File: src/rtl/req_gnt_checker.sv
// Multi-channel request/grant latency checker: each channel must see gnt within
// [MIN_LAT, MAX_LAT] cycles of a starting req. Optional REQ_GNT_CHK_SPURIOUS_EN adds err_spur.

module req_gnt_chan #(
    parameter int MIN_LAT = 1,
    parameter int MAX_LAT = 16
) (
    input  logic clk,
    input  logic reset_n,
    input  logic dis,
    input  logic req,
    input  logic gnt,
    output logic busy,
    output logic pass,
    output logic fail_early,
    output logic fail_tmo
);
    localparam int KW = $clog2(MAX_LAT + 1);
    localparam logic [KW-1:0] MIN_K = KW'(MIN_LAT);
    localparam logic [KW-1:0] MAX_K = KW'(MAX_LAT);

    typedef enum logic {IDLE, WAIT} state_e;

    state_e        state_q, state_d;
    logic [KW-1:0] k_q, k_d;
    logic [KW-1:0] j;
    logic          done;

    always_ff @(posedge clk or negedge reset_n) begin
        if (!reset_n) begin
            state_q <= IDLE;
            k_q     <= '0;
        end else begin
            state_q <= state_d;
            k_q     <= k_d;
        end
    end

    // j is the req->gnt distance being judged at this edge
    always_comb begin
        state_d    = state_q;
        k_d        = k_q;
        pass       = 1'b0;
        fail_early = 1'b0;
        fail_tmo   = 1'b0;
        done       = 1'b0;
        j          = k_q + 1'b1;
        if (dis) begin
            state_d = IDLE;
            k_d     = '0;
        end else begin
            case (state_q)
                IDLE: begin
                    if (req) begin
                        state_d = WAIT;
                        k_d     = '0;
                    end
                end
                WAIT: begin
                    if (gnt) begin
                        done = 1'b1;
                        if (j < MIN_K) fail_early = 1'b1;
                        else           pass       = 1'b1;
                    end else if (j == MAX_K) begin
                        done     = 1'b1;
                        fail_tmo = 1'b1;
                    end
                    if (done) begin
                        state_d = req ? WAIT : IDLE;
                        k_d     = '0;
                    end else begin
                        k_d = j;
                    end
                end
                default: begin
                    state_d = IDLE;
                    k_d     = '0;
                end
            endcase
        end
    end

    assign busy = (state_q == WAIT);
endmodule


File: config.mk
export PLATFORM = sky130hd
export DESIGN_NAME = req_gnt_chan
export DESIGN_NICKNAME = d
export VERILOG_FILES = /design/src/rtl/req_gnt_checker.sv
export SDC_FILE = /design/constraint.sdc
export NUM_CORES = 1
export LEC_CHECK = 0
export CORE_AREA = 2 2 39 41
export CTS_BUF_LIST = sky130_fd_sc_hd__clkbuf_4
export CTS_CLUSTER_SIZE = 40
export DETAILED_ROUTE_END_ITERATION = 10
export DIE_AREA = 0 0 41 43
export PLACE_DENSITY = 0.64
export SLEW_MARGIN = 10
export SYNTH_ARGS = -nofsm -noshare
export SYNTH_HDL_FRONTEND = slang
export SYNTH_SLANG_ARGS = --single-unit
File: constraint.sdc
create_clock -name clk -period 3.7 [get_ports clk]
set_clock_uncertainty 0.1 [all_clocks]
set_input_delay 0.74 -clock clk [delete_from_list [all_inputs] [get_ports clk]]
set_output_delay 0.74 -clock clk [all_outputs]
set_load 0.01 [all_outputs]
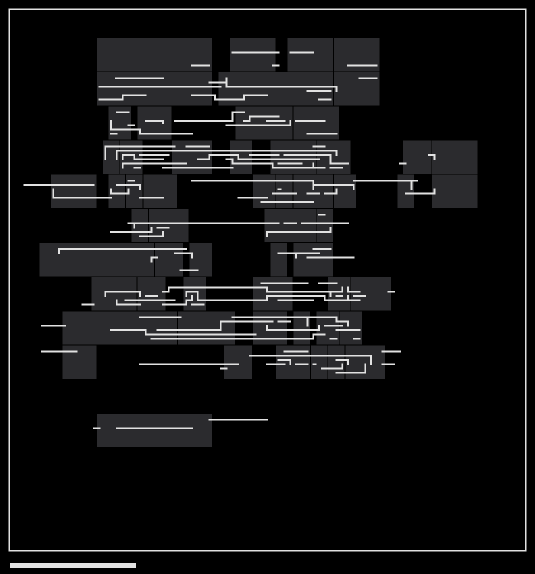
Fig. 1. Metal 1 (run 1).
Scale bar: 10 um. Cells faint in the background.
longest straight run	17.5 um
wire length on this layer	426 um
nets with wire on the layer	58
via total after detailed routing: 398
GR Layer Usage met1: 17.2%
wire length reported by the detailed router: 884 um

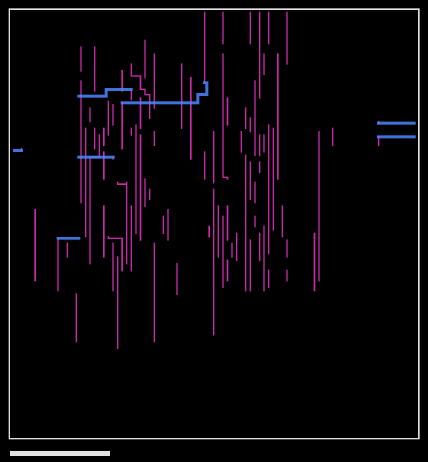
Fig. 2. Routed metal, one colour a layer (run 1).
Scale bar: 10 um. Two of the layers only.
colour	layer	wire length
blue	met3	30.1 um
magenta	met2	414 um

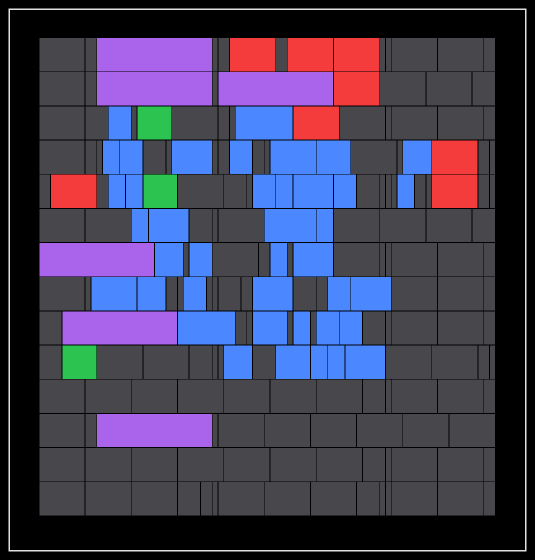
Fig. 3. Cell classes on the final placement (run 1).
Fill, decap, tap and diode cells in grey.
colour	class	cells	share of their area
blue	all other logic	40	50%
red	other buffers and delay cells	8	16%
purple	flip-flops	6	29%
green	cells driving clock nets	3	4.4%

==> run 1: routing by layer <==
metal  track usage, %  share of wire, %
met5                0                 0
met4             6.00               1.6
met3             3.14               3.4
met2             15.3                47
met1             17.2                48
==> run 1: stage by stage <==
stage	std cells	cell area (um2)	util, %
finish	73	529	38.2
global route	73	529	38.2
CTS	73	529	38.2
detailed placement	70	507	36.6
global placement	70	507	36.6
floorplan	46	407	-
==> run 1: final cells by class <==
class | count | area, um2
inverter | 2 | 7.51
multi-input combinational | 38 | 249
clock buffer | 3 | 22.5
timing repair buffer | 8 | 80.1
sequential | 6 | 150
tap | 16 | 20.0
fill | 138 | 855
==> run 1: layout by cell type (no fill, tap or decap), types with 2 or more instances in the layout <==
cell type                         instances
sky130_fd_sc_hd__inv_1                    2
sky130_fd_sc_hd__clkdlybuf4s50_1          8
sky130_fd_sc_hd__nor2_1                   6
sky130_fd_sc_hd__dfrtp_1                  6
sky130_fd_sc_hd__clkbuf_4                 3
sky130_fd_sc_hd__o21ai_1                  5
sky130_fd_sc_hd__nor3_1                   3
sky130_fd_sc_hd__nor2b_1                  2
sky130_fd_sc_hd__nand3_1                  2
sky130_fd_sc_hd__a22o_1                   2
sky130_fd_sc_hd__nand2_1                  3
==> run 1: worst paths after layout <==
check                           end  slack, ps
setup / recovery           fail_tmo        560
hold reg to reg              k_q[3]        510
hold / removal               k_q[3]        510
max in group asynchronous    k_q[3]       2650
setup reg to reg             k_q[4]       2050
min in group asynchronous    k_q[4]        640
==> run 1: sequential cells by signal, indices dropped and copies added (netlist names) <==
signal,cells
busy,1
k_q,5
==> run 1: cell usage after synthesis <==
master | count | share of area (%)
sky130_fd_sc_hd__nor3_1 | 3 | 3.7
sky130_fd_sc_hd__a21o_1 | 1 | 1.8
sky130_fd_sc_hd__ha_1 | 1 | 3.1
sky130_fd_sc_hd__a32o_1 | 1 | 2.5
sky130_fd_sc_hd__mux2i_1 | 1 | 2.5
sky130_fd_sc_hd__o2111ai_1 | 1 | 2.2
sky130_fd_sc_hd__o21ai_1 | 5 | 6.2
sky130_fd_sc_hd__a22o_1 | 2 | 4.3
sky130_fd_sc_hd__nand4b_1 | 1 | 2.2
sky130_fd_sc_hd__xor2_1 | 1 | 2.2
sky130_fd_sc_hd__dfrtp_1 | 6 | 37
sky130_fd_sc_hd__nand3b_1 | 1 | 1.8
sky130_fd_sc_hd__o211ai_1 | 1 | 1.8
sky130_fd_sc_hd__nand4_1 | 1 | 1.5
sky130_fd_sc_hd__or3b_4 | 1 | 2.8
sky130_fd_sc_hd__a31oi_1 | 1 | 1.5
sky130_fd_sc_hd__o311ai_1 | 1 | 2.2
sky130_fd_sc_hd__nor3b_2 | 1 | 3.1
sky130_fd_sc_hd__nand2_1 | 3 | 2.8
sky130_fd_sc_hd__nor2b_1 | 2 | 3.1
sky130_fd_sc_hd__nand3_1 | 2 | 2.5
sky130_fd_sc_hd__or3b_1 | 1 | 2.2
sky130_fd_sc_hd__inv_1 | 2 | 1.8
sky130_fd_sc_hd__nor2_1 | 6 | 5.5
==> results.txt, run 1 <==
Results of the run.

The number of antenna violations at the first check in global routing is 0. The number of input and output port buffers inserted is 8. The power group with the highest consumption is sequential cells. In the post-route analysis, the smallest setup slack over all paths is 564 ps.

The number of buffers added by the clock tree synthesis step is 3. Power attributed to the clock group is ~58 uW. The post-synthesis share of cell area spent on full adders, half adders and majority gates is 3.08%. After Yosys synthesis, and, or, nand and nor cells account for 31.1% of the synthesized area. In this run the power spent charging and discharging nets is 32.5 uW. The first global-routing pass estimated 1390 um of wire. Counting cells, the worst reg-to-reg path comes to 4. Overall routing resource usage recorded by global route was 11.8%. For the combinational group, total power comes out at 18.5 uW. In the final report, the number of hold violations comes to 0. The logs give a warning total of 26. The clock network fraction of total power is 39.7%. The share of final-layout standard cells stronger than drive strength 1 is between 8 and 9%. The count of unique library cells instantiated by Yosys is 24. The critical path buffer and inverter count is 2. The run finished with clean final reports. The final weighted congestion in routability-driven placement is 0.760. Per the post-synthesis stats, the area per cell is 8.84 um2. The root buffer selected by CTS is sky130_fd_sc_hd__clkbuf_4. According to the floorplan log, the row count is 14. The overall power of the completed layout is 147 uW.

The number of nets at floorplan is 52. Setup repair after global routing left no endpoint under its margin. The net total in the final layout is 65. No sink is reached through more buffers than the 2 on the longest clock path. The post-synthesis cell count is 46. The number of warnings reported in the yosys synthesis log is 0. The family with the most delay on the worst path is buffers and inverters. STA classifies the critical path startpoint as an input pin. The power consumed by sequential cells is 69.9 uW. The number of antenna diodes in the final layout is 0. On the worst path, the slowest cell contributes a delay of 540 ps.

Along the worst path, the maximum fanout reaches 5. The total setup violations reported at the end of the flow is 0. For this design, the CTS-stage hold fixing added 0 buffers. For the worst min-delay path, the startpoint reported by OpenROAD is k_q[3]. The largest vdd supply drop is 0.137 mV. According to the timing report, the data required time at the worst endpoint equals 2860 ps.

Per the CTS log, the maximum H-tree level is 1. The DRC marker count from the first detailed-route iteration is 4. The worst setup path is of the input pin to primary output kind.

The placeable core region is 0.00138 mm2. The proportion of total power due to net switching is 22.2%. The worst max-slew margin expressed relative to the limit is 69.2%. All stages included, the depth of the critical timing path comes to 4.

For the worst setup path, the data arrival time is 2300 ps.
--- run 2 (diff from run 1) ---
--- a/config.mk
+++ b/config.mk
@@ -10,7 +10,7 @@
 export CTS_CLUSTER_SIZE = 40
 export DETAILED_ROUTE_END_ITERATION = 10
 export DIE_AREA = 0 0 41 43
-export PLACE_DENSITY = 0.64
+export PLACE_DENSITY = 0.66
 export SLEW_MARGIN = 10
 export SYNTH_ARGS = -nofsm -noshare
 export SYNTH_HDL_FRONTEND = slang
==> constraint.sdc (replaced) <==
create_clock -name clk -period 2.59 [get_ports clk]
set_clock_uncertainty 0.1 [all_clocks]
set_input_delay 0.518 -clock clk [delete_from_list [all_inputs] [get_ports clk]]
set_output_delay 0.518 -clock clk [all_outputs]
set_load 0.01 [all_outputs]
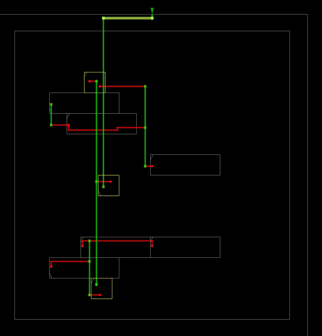
Fig. 4. Clock nets (run 2).
clk ins delay skew pair: 250 ps
clock buffers: 3

==> run 2 against run 1 <==
Total power grew 51%. Worst hold slack lost 96 ps. Via count grew 5.0%. Worst setup slack lost 360 ps. Final cell count grew 8.2%. Sequential power grew 41%. Routed wire length grew 15%.
==> results.txt, run 2 <==
Results of the run.

After synthesis, the cell types taking the most area are sky130_fd_sc_hd__dfrtp_1 (37%), sky130_fd_sc_hd__o21ai_1 (6.2%), sky130_fd_sc_hd__nor2_1 (5.5%). The CTS tree is built. The global-route wire length before repair is 1370 um. The class of the tightest hold or removal check is input pin to asynchronous set/reset pin. The maximum fanout along the worst path is 6. The count of unique library cells instantiated by Yosys is 24. The total of hold buffers inserted after clock tree synthesis is 0. The number of buffers and inverters on the critical path is 1. The worst slack at placement is -12.5 ps. The run finished with clean final reports. Among all stages on the critical path, the maximum delay recorded is 400 ps. The largest area contributor in the synthesized netlist is sky130_fd_sc_hd__dfrtp_1.

TritonCTS created 3 clock buffers. The count of library flops with an enable pin is 0. Before any placement, the netlist area is recorded as 407 um2. Traced cell by cell, the critical path runs through ha_4, nand3_1, nor2_1, o311ai_2, nor2b_1, dlygate4sd2_1. The critical path in the final layout is reported with a setup slack of 209 ps. The number of antenna violations at the first check in global routing was 0. The fmax is 420 MHz. The library cell contributing the largest single delay on the critical path is sky130_fd_sc_hd__dfrtp_1. The pre-antenna-repair detailed-routing pass consisted of 4 iterations. In the synthesized netlist, the cells that appear most often are sky130_fd_sc_hd__dfrtp_1 (6), sky130_fd_sc_hd__nor2_1 (6), sky130_fd_sc_hd__o21ai_1 (5). The area taken by flip-flops and latches is 150 um2. The register with the most flip-flops in the layout has 5 of them.

The transition time recorded at the tightest slew-check pin is 497 ps. The total setup violations reported at the end of the flow is 0. The net total in the final layout is between 70 and 80.

The residual overflow from global routing is 0. Looking at the clock tree report, the maximum root-to-sink buffer count equals 2. The final timing report lists a max-slew violation count of 0. The minimum setup slack among reg-to-reg paths is approximately 1100 ps.

The H-tree depth reported by CTS is 1. The number of global-route vias before repair came to 353. After layout, the worst path uses 91.9% of the clock period.

The largest vdd supply drop is between 0.2 and 0.25 mV. The tally of filler cells in the layout is roughly 140. Wires add up to ~1000 um.

The OpenROAD warning count is 26. The required time at the worst endpoint is listed as 1970 ps. The number of warnings reported in the yosys synthesis log is 0. For reference, the clock transition at the flip-flops on the worst setup and hold paths is 50 ps. The share of flip-flops with an asynchronous set or reset is 100%.

The power density normalized to cell area is 374 mW/mm2. The horizontal die size is 41 um. Per the log, the first TritonRoute iteration ended with a DRC count of 6. The area taken by multi-input combinational cells is reported as 269 um2. In the routed design, unresolved DRC markers number 0. The worst setup path is captured at a primary output. For reference, the final report shows the hold violation count at 0. The register with the most flip-flops is k_q.

The total number of clock tree sinks is 6. The prevailing post-synth register cell is sky130_fd_sc_hd__dfrtp_1. Of the cells placed in the final design, the portion with a size suffix greater than 1 is 20.6%. After floorplanning, the core was sized to cover between 0.001 and 0.0015 mm2. Measured against its own limit, the worst slew margin works out to 66.6%. The most common logic cells in the final layout are sky130_fd_sc_hd__nor2_1 (6), sky130_fd_sc_hd__dfrtp_1 (6), sky130_fd_sc_hd__buf_4 (6).

In this run, synthesis produced a sequential element count of 6. Per STA, the worst path accumulates the most delay in the family flip-flops. Setup repair after global routing left no endpoint under its margin. Sequential cells were found to cover 36.9% of the synthesized design area. The utilization after layout is 42.9%.

The antenna diode instance count is 0. Per the synthesis report, the single largest cell type by area occupies 36.9% of cell area. The arrival time reported for the critical path endpoint is about 1800 ps. The critical path startpoint category is a flop.

The synthesized chip area reported by yosys is about 400 um2. The global-route usage over all layers is 12.2%. The critical path is of the flop to primary output type. Per the gpl log, the routability congestion estimate is 0.739. The die footprint is 0.00176 mm2. Port buffering added 8 buffers.

The number of primary I/O pins is 9. For reference, the placement row count at floorplan is 14. The largest net degree at the start of global routing is 9. The cell count after synthesis came out at 46. When the netlist entered floorplanning its net count stood at around 52. In this run the clock root is driven by a sky130_fd_sc_hd__clkbuf_4. The total via count in the routed design is 418. For reference, the post-synthesis area per instance comes to 8.84 um2.
[run 2: cell counts after synthesis]
Identical to the previous run, type by type.
[run 2: path summary, 6_finish.rpt]
check                              from      to  cells after the start
worst max-delay path             k_q[0]    pass                      6
worst min-delay path            reset_n  k_q[2]                      1
worst max register to register     busy  k_q[3]                      5
worst min register to register   k_q[3]  k_q[3]                      1
max in group asynchronous       reset_n  k_q[1]                      1
min in group clk                 k_q[3]  k_q[3]                      1
[run 2: layout make-up]
type                       instances  share of cell area, %
clock buffer                       3                   3.79
inverter                           2                   1.26
sequential                         6                   25.3
timing repair buffer              14                   21.1
multi-input combinational         38                   45.3
tap                               16                   3.37
[run 2: worst reg2reg max path, delay by kind of cell (launching register included)]
kind                   cells  cell delay (ps)
flip-flops                 1              450
buffers and inverters      1              150
AND/OR/NAND/NOR            1              410
AND-OR/OR-AND              3              290
[run 2: per-stage QoR]
step | setup TNS (ps) | instances | total power, mW | area, um2
floorplan | 0 | 46 | 0.112 | 407
global placement | 0 | 76 | 0.133 | 552
detailed placement | -12.5 | 76 | 0.134 | 552
CTS | 0 | 79 | 0.223 | 582
global route | 0 | 79 | 0.231 | 594
finish | 0 | 79 | 0.222 | 594
[run 2: per-layer routing]
metal,vias to the layer above,track usage [%],wire length [um]
met5,-,0,0
met3,0,1.57,29
met1,198,14.8,488
met2,8,17.2,497
li1,212,-,-
met4,0,12.0,0
[run 2: cell families after synthesis]
kind of cell	synth area share [%]
compound gates	22.5
xor+xnor	2.15
fa+ha+maj	3.08
buf+inv	1.85
flops	36.9
mux	2.46
simple gates	31.1
[run 2: power by group]
| group | total [mW] | internal (mW) | switching (mW) | leakage, nW |
|---|---|---|---|---|
| Clock | 0.0887 | 0.0526 | 0.0361 | 0.0138 |
| Sequential | 0.0989 | 0.0959 | 0.00301 | 0.0821 |
| Combinational | 0.0345 | 0.0197 | 0.0147 | 0.162 |
[run 2: timing repair]
item / in CTS / in global routing
gates resized: 4 / 2
endpoints found under the setup margin: 3 / 1
buffers inserted: 0 / 0
pin swaps: 1 / 1
--- run 3 (diff from run 2) ---
--- a/config.mk
+++ b/config.mk
@@ -5,6 +5,7 @@
 export SDC_FILE = /design/constraint.sdc
 export NUM_CORES = 1
 export LEC_CHECK = 0
+export CAP_MARGIN = 10
 export CORE_AREA = 2 2 39 41
 export CTS_BUF_LIST = sky130_fd_sc_hd__clkbuf_4
 export CTS_CLUSTER_SIZE = 40
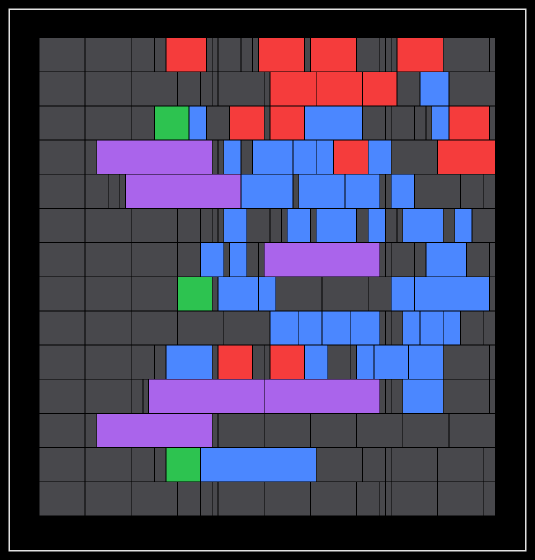
Fig. 5. Cell classes on the final placement (run 3).
Fill, decap, tap and diode cells in grey.
core region area: 0.00138 mm2
row count: 14
final cell area excluding filler cells: 594 um2
core utilization of the finished layout: 42.9%

==> run 3 against run 2 <==
Maximum frequency is the same. Sequential share of layout area is the same. Final cell count is the same. Area after synthesis is the same. Worst hold slack is the same. Routed wire length is the same. Core utilization is the same. Register-to-register slack is essentially flat. Clock power is essentially flat. Worst setup slack is the same. Die area is the same. Total power is the same.
==> results.txt, run 3 <==
Results of the run.

The number of optimization iterations in the first detailed-route pass is 4. TritonCTS built the clock tree. Per the STA report, the cell with the highest stage delay on the worst path is sky130_fd_sc_hd__dfrtp_1.

The total number of clock tree sinks is 6. The share of the Yosys chip area taken by registers is 36.9%. On met1, the global router reports a usage of 14.8%. Per the GRT congestion report, total overflow comes to 0. The average instance in the mapped netlist occupies 8.84 um2. The net load switching power is 53.8 uW. After synthesis, the largest area contributor takes up 36.9% of total cell area. The detailed-route DRC error count is 0.

Per the final layout report, the fraction of cells sized above drive strength 1 comes to 20.6%. The global-route wire length before repair is 1370 um. The biggest cell delay along the critical path is 400 ps. The clock network fraction of total power is around 40%.

For this run, asynchronously set or reset flops after synthesis account for 100%. For reference, the final report shows the max-slew violation count at 0. The startpoint of the worst register-to-register path is busy. The number of global-route vias before repair is 353. The cell area after technology mapping is 407 um2.

According to the timing report, the data required time at the worst endpoint equals 1970 ps. The chip area line in the Yosys stat output reads 407 um2. The number of buffers inserted to repair setup after CTS is 0.

The most used routing layer is met2. The final layout contains 71 nets. Across all setup checks in the final design, the least slack found is 209 ps.

Once iteration 0 of detailed routing completed, the report listed 6 DRC markers. The flow reports an fmax of 420 MHz. Yosys attributes the largest share of cell area to sky130_fd_sc_hd__dfrtp_1 (37%), sky130_fd_sc_hd__o21ai_1 (6.2%), sky130_fd_sc_hd__nor2_1 (5.5%). CTS reports a maximum clock tree buffer depth of 2.

Synthesis inferred 6 register bits. The combinational share of power is 15.5%. Per the placement log, port buffering inserted 8 buffers. The arrival time reported for the critical path endpoint is 1760 ps. The launch point of the worst path is k_q[0]. The number of warnings reported in the yosys synthesis log is 0. The total routed wirelength is 1020 um. Looking at area per cell type in the netlist, the leader is sky130_fd_sc_hd__dfrtp_1. The post-synthesis cell count is 46. Looking at the max-slew report, the worst-margin pin has a slew of 497 ps. Per the post-synthesis report, the nets total 52. The horizontal die size is 41 um. Switching power as a fraction of the total was reported as 24.2%.

In this run the critical path is formed by ha_4, nand3_1, nor2_1, o311ai_2, nor2b_1, dlygate4sd2_1. The register with the most flip-flops is k_q. The critical setup path kind is flop to primary output.

The critical path startpoint category is a flop. The part of the total power dissipated in sequential elements is between 40% and 50%. The run finished with clean final reports. The top cell types in the final layout, fill and taps aside, are sky130_fd_sc_hd__nor2_1 (6), sky130_fd_sc_hd__dfrtp_1 (6), sky130_fd_sc_hd__buf_4 (6). The post-synth count of flops with an enable pin is 0. The netlist uses 24 different library cells. Looking at the worst setup and hold paths, the clock pins of their registers show a slew of 50 ps.

met2 track demand over resource after global routing is 17.2%. met3 track demand over resource after global routing is about 1.6%. The power report lists cell-internal power as 168 uW. Entering global routing, the biggest net connects 9 pins. The OpenROAD warning count is 26. The final clock period utilization by the worst path is 91.9%.

The post-placement cell area is 552 um2. Per the final timing report, the hold violations number 0. The total setup violations reported at the end of the flow is 0. The class of the tightest hold or removal check is input pin to asynchronous set/reset pin. The global-route usage over all layers is 12.2%. The worst slack at placement is -12.5 ps. The number of antenna violations at the first check in global routing is 0.

The antenna diode instance count is 0. The register with the most flip-flops in the layout has 5 of them.
## run 3: cell counts in the layout (fill, tap and decap cells not counted)
No cell type changed its count.
## run 3: power groups by stage
stage          clock (mW)  sequential (mW)  combinational (mW)
3_3_place_gp            0           0.0999              0.0335
4_1_cts            0.0909           0.0985              0.0340
5_1_grt            0.0949           0.0993              0.0370
3_5_place_dp            0           0.0999              0.0336
2_1_floorplan           0            0.101              0.0108
6_report           0.0887           0.0989              0.0345
## run 3: metrics by stage
stage / std cells / total power [mW] / TNS (ps)
detailed placement: 76 / 0.134 / -12.5
global route: 79 / 0.231 / 0
global placement: 76 / 0.133 / 0
CTS: 79 / 0.223 / 0
finish: 79 / 0.222 / 0
floorplan: 46 / 0.112 / 0
## run 3: layout make-up
type | instances | area [um2]
Fill cell | 138 | 790
Timing Repair Buffer | 14 | 125
Sequential cell | 6 | 150
Tap cell | 16 | 20.0
Clock buffer | 3 | 22.5
Multi-Input combinational cell | 38 | 269
Inverter | 2 | 7.51
## run 3: repair_timing
action / CTS / global route
pin swaps: 1 / 1
gates resized: 4 / 2
setup endpoints to repair: 3 / 1
hold buffers: 0 / 0
## run 3: worst max-delay path: cells and delay by family, from the launching register on
family / cells / cell delay, ps
DFF: 1 / 400
and+or+nand+nor: 3 / 360
AOI/OAI and AO/OA: 1 / 310
buffers and inverters: 1 / 260
adders and majority gates: 1 / 190
## run 3: path summary, 6_finish.rpt
path / end / slack [ps]
hold reg to reg: k_q[3] / 500
min in group clk: k_q[3] / 500
setup reg to reg: k_q[3] / 1100
max in group asynchronous: k_q[1] / 1750
setup / recovery: pass / 210
hold / removal: k_q[2] / 420
## run 3: kinds of logic (layout without fill, tap and decap cells)
kind of cell	count (synthesis)	in the layout	synth area share [%]
and+or+nand+nor	22	22	31.1
DFF	6	6	36.9
adders and majority gates	1	1	3.08
AOI/OAI and AO/OA	13	13	22.5
xor gates and xnor gates	1	1	2.15
buffers and inverters	2	19	1.85
muxes	1	1	2.46
## run 3: routing by layer
layer | up-vias | wire (um)
met5 | - | 0
met4 | 0 | 0
met3 | 0 | 29
met2 | 8 | 497
met1 | 198 | 488
li1 | 212 | -
Power is estimated from default activity; no workload was simulated.
